File: config.mk
export PLATFORM = sky130hd
export DESIGN_NAME = threshold_monitor
export DESIGN_NICKNAME = d
export VERILOG_FILES = /design/src/rtl/threshold_pkg.sv /design/src/rtl/Comparator.sv /design/src/rtl/threshold_monitor.sv
export SDC_FILE = /design/constraint.sdc
export NUM_CORES = 1
export LEC_CHECK = 0
export ABC_AREA = 1
export CORE_ASPECT_RATIO = 1.2
export CORE_MARGIN = 1.5
export CORE_UTILIZATION = 50
export CTS_CLUSTER_DIAMETER = 30
export DETAILED_ROUTE_END_ITERATION = 8
export PLACE_DENSITY_LB_ADDON = 0.25
export SLEW_MARGIN = 5
export SYNTH_ARGS = -nofsm -noshare
export SYNTH_HDL_FRONTEND = slang
export SYNTH_SLANG_ARGS = --single-unit
File: constraint.sdc
create_clock -name clk -period 2.45 [get_ports clk]
set_clock_uncertainty 0.1 [all_clocks]
set_input_delay 0.49 -clock clk [delete_from_list [all_inputs] [get_ports clk]]
set_output_delay 0.49 -clock clk [all_outputs]
set_load 0.02 [all_outputs]
File: src/rtl/threshold_pkg.sv
// Shared types and widths for the threshold monitor: alarm FSM states,
// default operand width and the alarm-entry counter width.
package threshold_pkg;

    localparam int WIDTH_DEF = 4;
    localparam int EVT_W     = 8;
    localparam int RUN_W     = 4;

    typedef enum logic [1:0] {
        ST_NORMAL   = 2'd0,
        ST_PENDING  = 2'd1,
        ST_ALARM    = 2'd2,
        ST_CLEARING = 2'd3
    } state_t;

endpackage

File: src/rtl/Comparator.sv
// Unsigned magnitude compare of A against B; exactly one output is high.
module Comparator
    import threshold_pkg::*;
#(
    parameter int WIDTH = WIDTH_DEF
) (
    input  logic [WIDTH-1:0] A,
    input  logic [WIDTH-1:0] B,
    output logic             GT,
    output logic             LT,
    output logic             EQ
);

    assign GT = (A > B);
    assign LT = (A < B);
    assign EQ = (A == B);

endmodule

File: src/rtl/threshold_monitor.sv
// Compares accepted samples against a loadable threshold and raises a debounced
// alarm after ALARM_CNT consecutive GT samples, clearing after CLEAR_CNT non-GT.
module threshold_monitor
    import threshold_pkg::*;
#(
    parameter int WIDTH     = WIDTH_DEF,
    parameter int ALARM_CNT = 3,
    parameter int CLEAR_CNT = 2
) (
    input  logic             clk,
    input  logic             rst_n,
    input  logic             thr_load,
    input  logic [WIDTH-1:0] thr_in,
    input  logic             s_valid,
    output logic             s_ready,
    input  logic [WIDTH-1:0] s_data,
    output logic             flag_valid,
    output logic             gt_out,
    output logic             lt_out,
    output logic             eq_out,
    output logic             alarm,
    output logic             alarm_rise,
    output logic [EVT_W-1:0] event_count
);

    function automatic logic [RUN_W-1:0] sat_inc_run(input logic [RUN_W-1:0] v);
        return (v == {RUN_W{1'b1}}) ? v : v + 1'b1;
    endfunction

    function automatic logic [EVT_W-1:0] sat_inc_evt(input logic [EVT_W-1:0] v);
        return (v == {EVT_W{1'b1}}) ? v : v + 1'b1;
    endfunction

    localparam logic [RUN_W-1:0] ALARM_RUN = RUN_W'(ALARM_CNT);
    localparam logic [RUN_W-1:0] CLEAR_RUN = RUN_W'(CLEAR_CNT);

    logic [WIDTH-1:0] thr_p0;
    state_t           state_p0, state_n;
    logic [RUN_W-1:0] run_p0, run_n, run_inc;
    logic             cmp_gt, cmp_lt, cmp_eq;
    logic             accept;
    logic             alarm_n;

    assign s_ready = ~thr_load;
    assign accept  = s_valid & s_ready;
    assign run_inc = sat_inc_run(run_p0);

    // The compare sees the threshold held before this edge.
    Comparator #(.WIDTH(WIDTH)) u_cmp (
        .A  (s_data),
        .B  (thr_p0),
        .GT (cmp_gt),
        .LT (cmp_lt),
        .EQ (cmp_eq)
    );

    always_comb begin
        state_n = state_p0;
        run_n   = run_p0;
        if (thr_load) begin
            state_n = ST_NORMAL;
            run_n   = '0;
        end else if (accept) begin
            unique case (state_p0)
                ST_NORMAL: begin
                    if (cmp_gt) begin
                        run_n   = RUN_W'(1);
                        state_n = (ALARM_CNT == 1) ? ST_ALARM : ST_PENDING;
                    end
                end
                ST_PENDING: begin
                    if (cmp_gt) begin
                        run_n = run_inc;
                        if (run_inc == ALARM_RUN) state_n = ST_ALARM;
                    end else begin
                        run_n   = '0;
                        state_n = ST_NORMAL;
                    end
                end
                ST_ALARM: begin
                    if (!cmp_gt) begin
                        if (CLEAR_CNT == 1) begin
                            run_n   = '0;
                            state_n = ST_NORMAL;
                        end else begin
                            run_n   = RUN_W'(1);
                            state_n = ST_CLEARING;
                        end
                    end
                end
                ST_CLEARING: begin
                    if (cmp_gt) begin
                        run_n   = '0;
                        state_n = ST_ALARM;
                    end else if (run_inc == CLEAR_RUN) begin
                        run_n   = '0;
                        state_n = ST_NORMAL;
                    end else begin
                        run_n = run_inc;
                    end
                end
                default: begin
                    run_n   = '0;
                    state_n = ST_NORMAL;
                end
            endcase
        end
        alarm_n = (state_n == ST_ALARM) || (state_n == ST_CLEARING);
    end

    // Stage p0 -> outputs: threshold, FSM, flags and alarm bookkeeping.
    always_ff @(posedge clk or negedge rst_n) begin
        if (!rst_n) begin
            thr_p0      <= '0;
            state_p0    <= ST_NORMAL;
            run_p0      <= '0;
            flag_valid  <= 1'b0;
            gt_out      <= 1'b0;
            lt_out      <= 1'b0;
            eq_out      <= 1'b0;
            alarm       <= 1'b0;
            alarm_rise  <= 1'b0;
            event_count <= '0;
        end else begin
            if (thr_load) thr_p0 <= thr_in;
            state_p0   <= state_n;
            run_p0     <= run_n;
            flag_valid <= accept;
            if (accept) begin
                gt_out <= cmp_gt;
                lt_out <= cmp_lt;
                eq_out <= cmp_eq;
            end
            alarm      <= alarm_n;
            alarm_rise <= alarm_n & ~alarm;
            if (alarm_n && !alarm) event_count <= sat_inc_evt(event_count);
        end
    end

endmodule

met2.png
Scale bar: 20 um. Cells faint in the background.
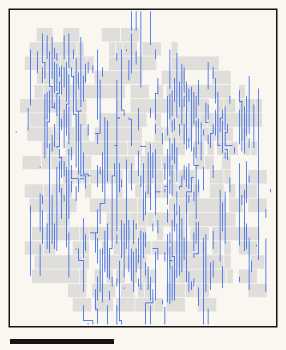
nets with wire on the layer: 192
share of all routed wire: 53%

pins.png
Scale bar: 20 um. Pins as bars across the die edge, other pins in gray.
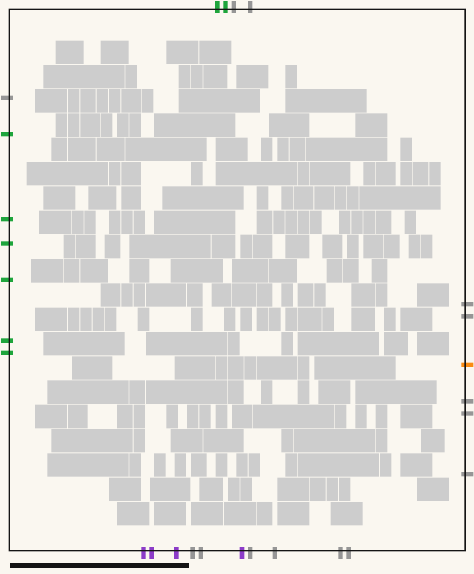
legend:
  orange:
    port: s_ready
    pins: 1
    direction: output
    edge: right
  green:
    port: event_count
    pins: 8
    direction: output
    edge: 6 left, 2 top
  purple:
    port: thr_in
    pins: 4
    direction: input
    edge: bottom

==> run_results.csv <==
group,metric,value,unit
power_and_ir_drop,pg_comb,0.191,mW
power_and_ir_drop,comb_power_share,0.238,
yosys,simple_gate_area_frac,0.291,
clocking,cts-htree-levels,1,
floorplan,dieHeight,60.5,um
cells_and_area,clkCellAreaFrac,0.0130,
floorplan,io_pins,27,
yosys,yosysMostFrequentCell,"nand2_1",
worst_setup_path,worst-setup-path-type,"input port to flop",
worst_setup_path,crit_top_cell,"nand2_1",
clocking,root_buffer,"clkbuf_4",
power_and_ir_drop,p_total,0.801,mW
sta,setup_ws,0.212,ns
worst_setup_path,r2r_setup_slack,0.33,ns
sta,setup_viol,0,
clocking,post-cts-setup-buffer-count,0,
yosys,muxShareOfSynthArea,0,
power_and_ir_drop,netSwitchingFraction,0.299,
worst_setup_path,cp-end-kind,"flop",
power_and_ir_drop,clk-power,0.171,mW
grt,grt_pass1_wl,5270,um
cells_and_area,area_growth,25.7,%
route,viasPerCell,5.24,
route,drtIter0Drc,49,
yosys,yosys-top-cells-area,"dfrtp_1 (44%), nand2_1 (14%), inv_1 (6.8%), ha_1 (6.4%), nand4_1 (4.1%)",
worst_hold_path,whs_endpoint,"alarm_rise",
worst_setup_path,startpoint_type,"input port",
status,status,"completed",
placement,hpwl,2360,um
yosys,synth_cells,175,
yosys,ys_warn_count,0,
yosys,ys.flops,24,
floorplan,core-area,2580,um2
power_and_ir_drop,leakage,0.860,nW
clocking,holdBufCountCts,0,
cells_and_area,comb_share,0.388,
worst_setup_path,path_max_fanout,10,
clocking,cts.path.max_buffers,2,
sta,min_period,2.24,ns
sta,fin_setup_tns,0,ns
placement,placedCellCount,238,
yosys,synth-xor-area-share,0.0381,
yosys,compound_area_frac,0.0954,
cells_and_area,final_cell_area,1730,um2
yosys,top_cells_by_count,"nand2_1 (51), inv_1 (25), dfrtp_1 (24)",
power_and_ir_drop,seq_cell_power,0.439,mW
yosys,largest_area_cell,"dfrtp_1",
yosys,async_flop_share,1.00,
power_and_ir_drop,seq_power_share,0.548,
worst_setup_path,crit_slowest_cell,"clkdlybuf4s50_1",
route,drt-total-wl,3070,um
route,vias,1262,
worst_setup_path,r2r-start,"run_p0[0]",
yosys,top_area_frac,0.436,
final_congestion.png
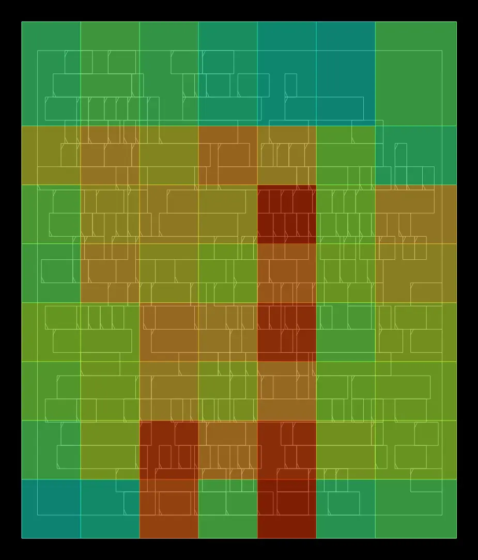
post-layout util: 0.672
Total GRT Usage: 0.226

met3.png
Scale bar: 20 um. Cells faint in the background.
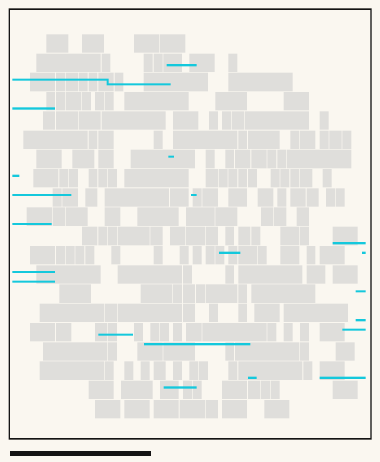
wire length on this layer: 102 um
main direction: horizontal
nets with wire on the layer: 17
longest straight run: 14.7 um
share of all routed wire: 3.3%

how the worst max path moves through the flow:
stage                          from              to  slack, ns  depth (start not counted)
after floorplan           s_data[3]  event_count[2]       0.48                         12
after global placement    s_data[3]  event_count[1]      -0.03                         13
after detailed placement  s_data[1]  event_count[1]      -0.13                         12
after CTS                 s_data[1]  event_count[1]       0.21                         12
after global routing      s_data[3]  event_count[1]       0.03                         13
final                     s_data[1]  event_count[1]       0.21                         12
routing by layer:
layer	vias up	GRT usage	wire length [um]
met4	0	0.112	55
met3	5	0.0369	101
li1	632	-	-
met5	-	0	0
met1	601	0.252	1270
met2	24	0.419	1640
registers in the layout, summed over array words and instances (netlist names), 2 cells and up:
name and flops:
event_count 8, thr_p0 4, state_p0 2, run_p0 4
Power figures rest on the tool's default switching activity, not on a simulated workload.
